<file path="config.mk">
export PLATFORM = sky130hd
export DESIGN_NAME = spi_controller
export DESIGN_NICKNAME = d
export VERILOG_FILES = /design/src/rtl/spi_controller.sv
export SDC_FILE = /design/constraint.sdc
export NUM_CORES = 1
export LEC_CHECK = 0
export CORE_ASPECT_RATIO = 1.5
export CORE_MARGIN = 5
export CORE_UTILIZATION = 50
export DETAILED_ROUTE_END_ITERATION = 16
export HOLD_SLACK_MARGIN = 0.05
export PLACE_DENSITY = 0.76
export SYNTH_ARGS = -nofsm -noshare
export SYNTH_HDL_FRONTEND = slang
export SYNTH_SLANG_ARGS = --single-unit
</file>
<file path="constraint.sdc">
create_clock -name clk -period 3 [get_ports clk]
set_clock_uncertainty 0.1 [all_clocks]
set_input_delay 0.9 -clock clk [delete_from_list [all_inputs] [get_ports clk]]
set_output_delay 0.9 -clock clk [all_outputs]
set_load 0.005 [all_outputs]
</file>
<file path="src/rtl/spi_controller.sv">
// SPI mode-0 initiator, one 16-bit {rw,addr,data} frame per request; first SCLK edge D cycles after accept, done at cycle 34*CLK_DIV+1.
// Backpressure: req_ready low from accept until done; SPI_READBACK_EN adds cipo capture into rd_data for read frames.
module spi_controller #(
  parameter int CLK_DIV = 4
) (
  input  logic       clk,
  input  logic       rst,
  input  logic       req_valid,
  output logic       req_ready,
  input  logic       req_rw,
  input  logic [6:0] req_addr,
  input  logic [7:0] req_data,
  output logic       sclk,
  output logic       copi,
  output logic       ncs,
  output logic       busy,
  output logic       done
`ifdef SPI_READBACK_EN
  ,
  input  logic       cipo,
  output logic [7:0] rd_data
`endif
);

  typedef enum logic [1:0] {IDLE, SHIFT, HOLD, GAP} state_t;

  localparam logic [7:0] RELOAD = 8'(CLK_DIV - 1);

  state_t      state;
  logic [7:0]  hcnt;
  logic [3:0]  bitcnt;
  logic [15:0] shreg;

`ifdef SPI_READBACK_EN
  logic       rw_q;
  logic [7:0] rx_sr;
`endif

  // copi is the shift register MSB; clearing the register on GAP entry drives copi low.
  assign copi = shreg[15];
  assign busy = ~req_ready;

  always_ff @(posedge clk) begin
    if (rst) begin
      state     <= IDLE;
      req_ready <= 1'b1;
      done      <= 1'b0;
      sclk      <= 1'b0;
      ncs       <= 1'b1;
      hcnt      <= 8'd0;
      bitcnt    <= 4'd0;
      shreg     <= 16'd0;
`ifdef SPI_READBACK_EN
      rw_q      <= 1'b0;
      rx_sr     <= 8'd0;
      rd_data   <= 8'd0;
`endif
    end else begin
      done <= 1'b0;
      case (state)
        IDLE: begin
          if (req_valid && req_ready) begin
            state     <= SHIFT;
            req_ready <= 1'b0;
            ncs       <= 1'b0;
            sclk      <= 1'b0;
            shreg     <= {req_rw, req_addr, req_data};
            hcnt      <= RELOAD;
            bitcnt    <= 4'd0;
`ifdef SPI_READBACK_EN
            rw_q      <= req_rw;
`endif
          end
        end

        SHIFT: begin
          if (hcnt != 8'd0) begin
            hcnt <= hcnt - 8'd1;
          end else begin
            hcnt <= RELOAD;
            if (!sclk) begin
              sclk <= 1'b1;
`ifdef SPI_READBACK_EN
              // Data phase is the last eight bits of the frame.
              if (bitcnt[3])
                rx_sr <= {rx_sr[6:0], cipo};
`endif
            end else begin
              sclk <= 1'b0;
              if (bitcnt == 4'd15) begin
                state <= HOLD;
              end else begin
                bitcnt <= bitcnt + 4'd1;
                shreg  <= {shreg[14:0], 1'b0};
              end
            end
          end
        end

        HOLD: begin
          if (hcnt != 8'd0) begin
            hcnt <= hcnt - 8'd1;
          end else begin
            hcnt  <= RELOAD;
            state <= GAP;
            ncs   <= 1'b1;
            shreg <= 16'd0;
          end
        end

        GAP: begin
          if (hcnt != 8'd0) begin
            hcnt <= hcnt - 8'd1;
          end else begin
            state     <= IDLE;
            req_ready <= 1'b1;
            done      <= 1'b1;
            hcnt      <= 8'd0;
            bitcnt    <= 4'd0;
`ifdef SPI_READBACK_EN
            if (!rw_q)
              rd_data <= rx_sr;
`endif
          end
        end

        default: state <= IDLE;
      endcase
    end
  end

endmodule

</file>
==> reports/results.ini <==
[drt]
dr.pass1.iters=4
wl_per_cell_um=15.4
viasPerCell=6.12
vias=1800
drc_errors=0

[timing]
hold_viol_final=0
timing.hold.ws_ns=0.394
rsz0062_at_grt=no
fmax_ghz=0.408
setup_viol=0
tns_ns=0
final.min_clock_period_ns=2.45

[place]
port_buffers=24
preCtsSetupSlack_ns=0.250
dp_hpwl_um=3070

[synth]
yosysWarnings=0
ys_ff=34
top_cells_by_count=dfxtp_1, a21oi_1, nand2b_1, nand3_1, a311oi_1
synth-edff-count=0
ys_cells=231
async_flop_share=0
avgSynthCellArea_um2=8.46
synth_cells=231
synthDistinctLibCells=45
ys_seq_frac=0.348

[clock_tree]
holdBufCountCts=0
clk_latency_ns=0.29
tritoncts=built
cts_made_buffers=5
postCtsSetupBuffers=0
cts_resized=0
clk_pin_slew_ns=0.07

[global_routing]
grt_pass1_wl_um=7610
grt_max_degree=38

[worst_setup_path]
end_kind=flop
crit_fanout=11
startpoint_type=flop

[pwr]
pwr_density_cell_nw_per_um2=1010

[floorplan]
die_w_um=61.0
dieArea_um2=5280
rows=27

[outcome]
status=complete, no violations

[cells_and_area]
nets=278

[flow_run]
maxCapViolations=0

## cells in the final DEF (no fill, tap or decap), drive strengths merged, types with 5 or more instances in the layout
cell            n
dfxtp          34
a21oi          30
clkdlybuf4s50  24
nand2b         20
nand3          19
a311oi         16
nor2           12
o21ai           9
ha              9
nand2           8
buf             7
nor3            6
inv             5
clkbuf          5
## area by class of cell
class	count	area, µm²	area share
inverters	5	18.8	0.00817
clock buffers	5	68.8	0.0299
multi-input cells	173	1140	0.498
well taps	43	53.8	0.0234
repair buffers	31	293	0.127
clock inverters	3	40.0	0.0174
flip-flops and latches	34	681	0.296
## path summary, 6_finish.rpt
check | cells after the start | end | startpoint | slack [ns]
hold / removal | 2 | shreg[1]$_SDFFE_PP0P_ | shreg[0]$_SDFFE_PP0P_ | 0.39
hold reg to reg | 2 | shreg[1]$_SDFFE_PP0P_ | shreg[0]$_SDFFE_PP0P_ | 0.39
setup reg to reg | 6 | bitcnt[2]$_SDFFE_PP0P_ | state[1]$_SDFFE_PP0P_ | 0.55
setup / recovery | 6 | bitcnt[2]$_SDFFE_PP0P_ | state[1]$_SDFFE_PP0P_ | 0.55
## per-layer routing
metal | vias to the layer above | global-route usage | wire [µm]
met3 | 8 | 0.0402 | 243
met1 | 835 | 0.226 | 1940
met4 | 0 | 0.0809 | 82
met5 | - | 0 | 0
met2 | 56 | 0.309 | 2240
li1 | 901 | - | -
## critical path, stage by stage, from the launching register on
cell     delay, ns
dfxtp_1       0.41
inv_1         0.10
ha_1          0.32
and4_1        0.29
or4_1         0.59
or4_1         0.43
a21oi_1       0.15
## per-stage QoR
stage | utilization | instance area (µm²)
2_1_floorplan | - | 1950
3_3_place_gp | 0.589 | 2190
3_5_place_dp | 0.589 | 2190
4_1_cts | 0.619 | 2300
5_1_grt | 0.619 | 2300
6_report | 0.619 | 2300
## cell families (layout without fill, tap and decap cells)
logic type      count (synthesis)  after routing  synth area share
mux                             2              2            0.0102
fa+ha+maj                       9              9            0.0576
compound gates                 77             77             0.270
buf+inv                        24             44            0.0666
flops                          34             34             0.348
simple gates                   85             85             0.247
## power breakdown
part	internal, W	switching [W]	total (W)
combinational	0.000522	0.000722	0.00124
sequential	0.000577	0.0000959	0.000673
clock	0.000244	0.000172	0.000416
total	0.00134	0.000989	0.00233
## registers in the layout, indices dropped and copies added, names as in the netlist
name	count
sclk	1
hcnt	8
done	1
shreg	16
bitcnt	4
req_ready	1
state	2
ncs	1
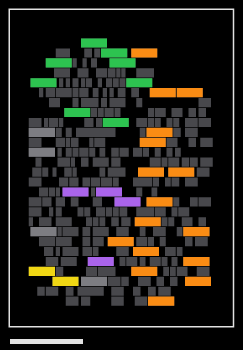
(images/registers.png)
Scale bar: 20 µm. Other sequential cells in the stronger grey, the rest of the logic in the fainter grey.
colour	signal	placed flops
yellow	state	2
orange	shreg	16
green	hcnt	8
purple	bitcnt	4
not coloured	4

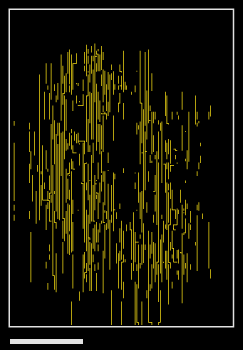
(images/met2.png)
Scale bar: 20 µm.
nets with wire on the layer	227
longest straight run	39.8 µm
wire length on this layer	2240 µm
share of all routed wire	50%

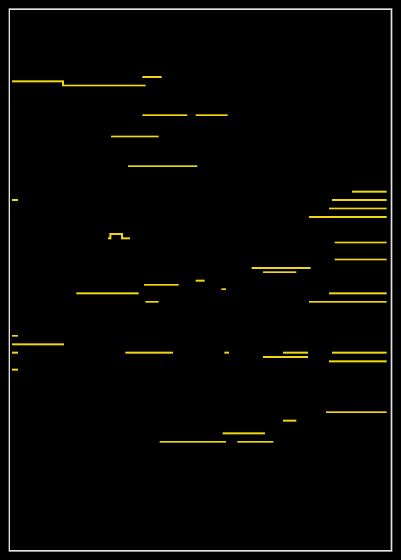
(images/met3.png)
share of all routed wire	5.4%
nets with wire on the layer	28
longest straight run	13.1 µm

Power figures rest on the tool's default switching activity, not on a simulated workload.
